### Signal wires on met2

Drawn at 8 px/um.
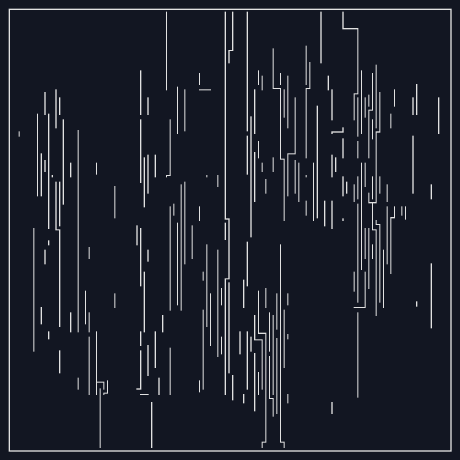
### Wiring by layer

Drawn at 4 px/um. Two of the layers only.
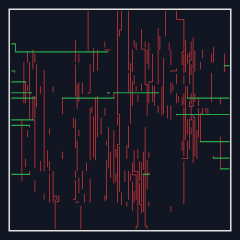
### I/O nets highlighted

Drawn at 4 px/um.
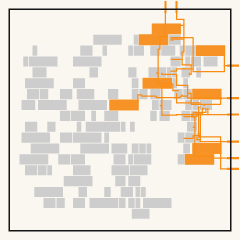
### Cell placement

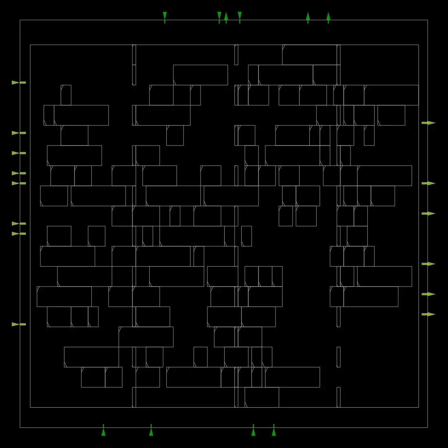
===== src/rtl/seq_detector_param_pkg.sv =====
// Shared constants and helpers for the parametrised serial-pattern detector.
package seq_det_pkg;
  localparam int                   DEF_PAT_W   = 4;
  localparam int                   DEF_CNT_W   = 8;
  localparam logic [DEF_PAT_W-1:0] DEF_PAT_RST = 4'b1010;
  localparam int                   CNT_MAX     = (1 << DEF_CNT_W) - 1;

  // fill must be able to hold the value PAT_W itself, hence the +1
  function automatic int fill_w(input int pat_w);
    return $clog2(pat_w + 1);
  endfunction
endpackage


===== src/rtl/seq_detector_param_if.sv =====
// Control/data bundle between the serial source and the pattern detector.
interface seq_detector_param_if #(
  parameter int PAT_W = 4,
  parameter int CNT_W = 8
);
  logic             x;
  logic             en;
  logic             ovl_en;
  logic             pat_we;
  logic [PAT_W-1:0] pat_in;
  logic [PAT_W-1:0] mask_in;
  logic             cnt_clr;
  logic             z;
  logic [CNT_W-1:0] match_cnt;

  modport master (
    output x, en, ovl_en, pat_we, pat_in, mask_in, cnt_clr,
    input  z, match_cnt
  );

  modport slave (
    input  x, en, ovl_en, pat_we, pat_in, mask_in, cnt_clr,
    output z, match_cnt
  );
endinterface


===== src/rtl/seq_hist_shreg.sv =====
// Serial history shift register with a saturating count of valid bits held.
module seq_hist_shreg
  import seq_det_pkg::*;
#(
  parameter int PAT_W = 4
) (
  input  logic             clk,
  input  logic             reset,
  input  logic             i_clr,
  input  logic             i_shift,
  input  logic             i_restart,
  input  logic             i_x,
  output logic [PAT_W-1:0] o_hist_n,
  output logic             o_full_n
);
  localparam int             FW       = fill_w(PAT_W);
  localparam logic [FW-1:0]  FILL_MAX = FW'(PAT_W);

  logic [PAT_W-1:0] r_hist;
  logic [FW-1:0]    r_fill;
  logic [FW-1:0]    w_fill_n;

  assign o_hist_n = {r_hist[PAT_W-2:0], i_x};
  assign w_fill_n = (r_fill == FILL_MAX) ? r_fill : r_fill + 1'b1;
  assign o_full_n = (w_fill_n == FILL_MAX);

  // i_clr only forgets how many bits are valid; stale history is harmless
  // because no hit is possible until PAT_W fresh bits have been shifted in.
  always_ff @(posedge clk) begin
    if (reset) begin
      r_hist <= '0;
      r_fill <= '0;
    end else if (i_clr) begin
      r_fill <= '0;
    end else if (i_shift) begin
      r_hist <= o_hist_n;
      r_fill <= i_restart ? '0 : w_fill_n;
    end
  end
endmodule


===== src/rtl/seq_detector_param.sv =====
// Moore detector for a runtime-loadable masked pattern with a saturating match counter.
module seq_detector_param
  import seq_det_pkg::*;
#(
  parameter int               PAT_W   = DEF_PAT_W,
  parameter logic [PAT_W-1:0] PAT_RST = PAT_W'(DEF_PAT_RST),
  parameter int               CNT_W   = DEF_CNT_W
) (
  input  logic                 clk,
  input  logic                 reset,
  seq_detector_param_if.slave  bus
);
  localparam logic [CNT_W-1:0] C_MAX = {CNT_W{1'b1}};

  logic [PAT_W-1:0] r_pat;
  logic [PAT_W-1:0] r_mask;
  logic             r_z;
  logic [CNT_W-1:0] r_cnt;

  logic [PAT_W-1:0] w_hist_n;
  logic             w_full_n;
  logic             w_shift;
  logic             w_hit;
  logic             w_take;

  // a pattern load on the same edge swallows the sample
  assign w_shift = bus.en & ~bus.pat_we;
  assign w_hit   = w_full_n & ~|((w_hist_n ^ r_pat) & r_mask);
  assign w_take  = w_shift & w_hit;

  seq_hist_shreg #(.PAT_W(PAT_W)) u_hist (
    .clk       (clk),
    .reset     (reset),
    .i_clr     (bus.pat_we),
    .i_shift   (w_shift),
    .i_restart (w_hit & ~bus.ovl_en),
    .i_x       (bus.x),
    .o_hist_n  (w_hist_n),
    .o_full_n  (w_full_n)
  );

  always_ff @(posedge clk) begin
    if (reset) begin
      r_pat  <= PAT_RST;
      r_mask <= '1;
      r_z    <= 1'b0;
      r_cnt  <= '0;
    end else begin
      if (bus.pat_we) begin
        r_pat  <= bus.pat_in;
        r_mask <= bus.mask_in;
      end
      r_z <= w_take;
      if (bus.cnt_clr)
        r_cnt <= '0;
      else if (w_take && r_cnt != C_MAX)
        r_cnt <= r_cnt + 1'b1;
    end
  end

  assign bus.z         = r_z;
  assign bus.match_cnt = r_cnt;
endmodule


===== src/flat_wrapper.sv =====
// flat-port wrapper written by rule: the top's interface ports become plain ports
module seq_detector_param_flat import seq_det_pkg::*;
#(
  parameter int               PAT_W   = DEF_PAT_W,
  parameter logic [PAT_W-1:0] PAT_RST = PAT_W'(DEF_PAT_RST),
  parameter int               CNT_W   = DEF_CNT_W
)
  (clk, reset, bus_x, bus_en, bus_ovl_en, bus_pat_we, bus_pat_in, bus_mask_in, bus_cnt_clr, bus_z, bus_match_cnt);
  seq_detector_param_if #(.PAT_W(PAT_W), .CNT_W(CNT_W)) bus_i ();
  input  logic clk;
  input  logic reset;
  input wire logic [$bits(bus_i.x)-1:0] bus_x;
  input wire logic [$bits(bus_i.en)-1:0] bus_en;
  input wire logic [$bits(bus_i.ovl_en)-1:0] bus_ovl_en;
  input wire logic [$bits(bus_i.pat_we)-1:0] bus_pat_we;
  input wire logic [$bits(bus_i.pat_in)-1:0] bus_pat_in;
  input wire logic [$bits(bus_i.mask_in)-1:0] bus_mask_in;
  input wire logic [$bits(bus_i.cnt_clr)-1:0] bus_cnt_clr;
  output wire logic [$bits(bus_i.z)-1:0] bus_z;
  output wire logic [$bits(bus_i.match_cnt)-1:0] bus_match_cnt;
  assign bus_i.x = bus_x;
  assign bus_i.en = bus_en;
  assign bus_i.ovl_en = bus_ovl_en;
  assign bus_i.pat_we = bus_pat_we;
  assign bus_i.pat_in = bus_pat_in;
  assign bus_i.mask_in = bus_mask_in;
  assign bus_i.cnt_clr = bus_cnt_clr;
  assign bus_z = bus_i.z;
  assign bus_match_cnt = bus_i.match_cnt;
  seq_detector_param #(.PAT_W(PAT_W), .PAT_RST(PAT_RST), .CNT_W(CNT_W)) u_core (.clk(clk), .reset(reset), .bus(bus_i));
endmodule

===== config.mk =====
export PLATFORM = sky130hd
export DESIGN_NAME = seq_detector_param_flat
export DESIGN_NICKNAME = d
export VERILOG_FILES = /design/src/rtl/seq_detector_param_pkg.sv /design/src/rtl/seq_detector_param_if.sv /design/src/rtl/seq_hist_shreg.sv /design/src/rtl/seq_detector_param.sv /design/src/flat_wrapper.sv
export SDC_FILE = /design/constraint.sdc
export NUM_CORES = 1
export LEC_CHECK = 0
export CAP_MARGIN = 20
export CORE_UTILIZATION = 40
export DETAILED_ROUTE_END_ITERATION = 12
export DONT_BUFFER_PORTS = 1
export PLACE_DENSITY_LB_ADDON = 0.15
export RECOVER_POWER = 100
export SYNTH_ARGS = -nofsm -noshare
export SYNTH_HDL_FRONTEND = slang
export SYNTH_SLANG_ARGS = --single-unit

===== constraint.sdc =====
create_clock -name clk -period 3.3 [get_ports clk]
set_input_delay 0.66 -clock clk [delete_from_list [all_inputs] [get_ports clk]]
set_output_delay 0.66 -clock clk [all_outputs]
set_load 0.02 [all_outputs]

==> impl_metrics.tcl <==
# flow metrics
set metrics [dict create \
    status "complete, no violations" \
    switching_share_pct 23.7 \
    post-route-period-util_pct 74.4 \
    netlist_instances 119 \
    path_clk_slew_ns 0.13 \
    clkPwrFrac_pct 28.9 \
    fin_nets 137 \
    ys.flops 23 \
    holdCritStartpoint "reset" \
    drv_cap 0 \
    dpl.cell_count 144 \
    place_hpwl_mm 1.50 \
    syn_avg_cell_area_um2 9.45 \
    period_minus_slack_ns 2.46 \
    cts_root_buf "clkbuf_4" \
    grt.total_usage_pct 15.8 \
    synth_cell_type_count 35 \
    grt_first_pass_wirelength_mm 3.38 \
    fin_tns_setup_ns 0 \
    startpoint_type "flop" \
    initialDrtViolationCount 11 \
    first_pass_iters 4 \
    vias 864 \
    antenna_found_initial 0 \
    htree_levels 1 \
    core_area_um2 2570 \
    ys_cells 119 \
    r2r.worst_path.cells 7 \
    areaGrowthSynthToFinish_pct 3.23 \
    leakage_nw 0.429 \
    fmax_ghz 0.407 \
    gp_congestion 0.880 \
    ant_nets 0 \
    end_kind "flop" \
    power.switching_mw 0.108 \
    setup_violations 0 \
    grt_max_degree 19 \
    ff_type "dfxtp_1" \
    routed_via_density 5.84 \
    holdWs_ns 0.402 \
    netlist_area_um2 1120 \
    ir_drop_uv 256 \
]
## Picture notes: 'Signal wires on met2'
The wires run mostly vertical. The layer holds 48% of the routed length. 115 nets have wire on it. The layer carries 1000 um of wire.

## Picture notes: 'Wiring by layer'
Key: met3 = green [wire length 118 um]; met2 = red [wire length 1000 um]

## Picture notes: 'I/O nets highlighted'
Key: `bus_match_cnt` = orange [bits 8, direction output, edge 6 east, 2 north, end cells 8, buffers 0, wire 256 um]
IO Port Bufs: 0
Ports: 24

## Picture notes: 'Cell placement'
Util after Layout: 45.2%
layout filler cell count: 271
sequential share of cell area: 39.7%
# Taps: 30
cell row count: 18

-- placed cells by master (no fill, tap or decap), types with 4 or more instances in the layout --
| cell type | n |
|---|---|
| dfxtp_1 | 23 |
| nor2_1 | 11 |
| nand2_1 | 9 |
| a21oi_1 | 8 |
| nor2b_1 | 6 |
| a211o_1 | 6 |
| mux2i_1 | 5 |
| inv_1 | 4 |
| xor2_1 | 4 |
-- synth_stat cells (all sizes together), types with 2 or more instances --
library cell,n
a211o,6
nor2b,6
a21oi,8
mux2i,5
o211a,2
clkbuf,4
nor2,11
nand4,2
a22oi,2
and4bb,2
or3,3
inv,4
o31ai,3
nand2,9
xor2,4
nor3,2
nand4b,2
o21ai,3
dfxtp,23
or4,3
ha,3
-- how the worst max path moves through the flow --
| stage | start | end | slack (ns) | cells after the start |
|---|---|---|---|---|
| 2_1_floorplan | u_core.u_hist.r_fill[0] | u_core.bus.match_cnt[7] | 1.17 | 7 |
| 3_3_place_gp | u_core.u_hist.r_fill[0] | u_core.bus.match_cnt[7] | 0.98 | 7 |
| 3_5_place_dp | u_core.u_hist.r_fill[0] | u_core.bus.match_cnt[7] | 0.91 | 7 |
| 4_1_cts | u_core.u_hist.r_fill[0] | u_core.bus.match_cnt[7] | 0.87 | 7 |
| 5_1_grt | u_core.u_hist.r_fill[0] | u_core.bus.match_cnt[7] | 0.65 | 7 |
| 6_report | u_core.u_hist.r_fill[0] | u_core.bus.match_cnt[7] | 0.84 | 7 |
-- flip-flops by register name, summed over array words and instances, names as in the netlist --
signal                flops
u_core.u_hist.r_fill      3
u_core.bus.z              1
u_core.bus.match_cnt      8
u_core.r_mask             4
u_core.r_pat              4
u_core.u_hist.r_hist      3
-- cells by family (layout without fill, tap and decap cells) --
| kind of cell | after synthesis | after routing | share of synthesized area, % |
|---|---|---|---|
| buffers and inverters | 9 | 8 | 3.11 |
| multiplexers | 5 | 5 | 4.45 |
| AND/OR/NAND/NOR | 44 | 44 | 24.1 |
| flip-flops | 23 | 23 | 40.9 |
| AND-OR/OR-AND | 30 | 30 | 20.1 |
| XOR/XNOR | 5 | 5 | 3.89 |
| adder cells (fa/ha/maj) | 3 | 3 | 3.34 |
-- layout make-up --
cell class                 count  area [um2]  share of cell area (%)
sequential                    23         460                    39.7
tap                           30        37.5                    3.23
inverter                       4        15.0                    1.29
multi-input combinational     87         621                    53.4
clock inverter                 1        5.00                   0.431
clock buffer                   3        22.5                    1.94
-- per-layer routing --
metal / track usage, % / vias to the layer above / wire (um) / share of wire, %
li1: - / 441 / - / -
met3: 6.56 / 2 / 117 / 5.6
met4: 3.33 / 0 / 10 / 0.48
met5: 0 / - / 0 / 0
met1: 18.1 / 400 / 952 / 46
met2: 27.3 / 21 / 1000 / 48
-- critical path: stages (launching register included) --
cell and delay (ns):
dfxtp_1 0.44, inv_1 0.07, ha_1 0.32, nor4b_1 0.30
a211oi_1 0.15, nand4b_4 0.31, or4_1 0.56, o211a_1 0.21
-- power by group through the flow --
stage               combinational (mW)  clock [mW]  sequential, mW
floorplan                       0.0354           0           0.297
global placement                0.0332           0           0.298
detailed placement              0.0337           0           0.298
CTS                             0.0339       0.140           0.292
global route                    0.0365       0.153           0.294
finish                          0.0327       0.132           0.292
No activity file was given, so power comes from the tool's default toggle rates.
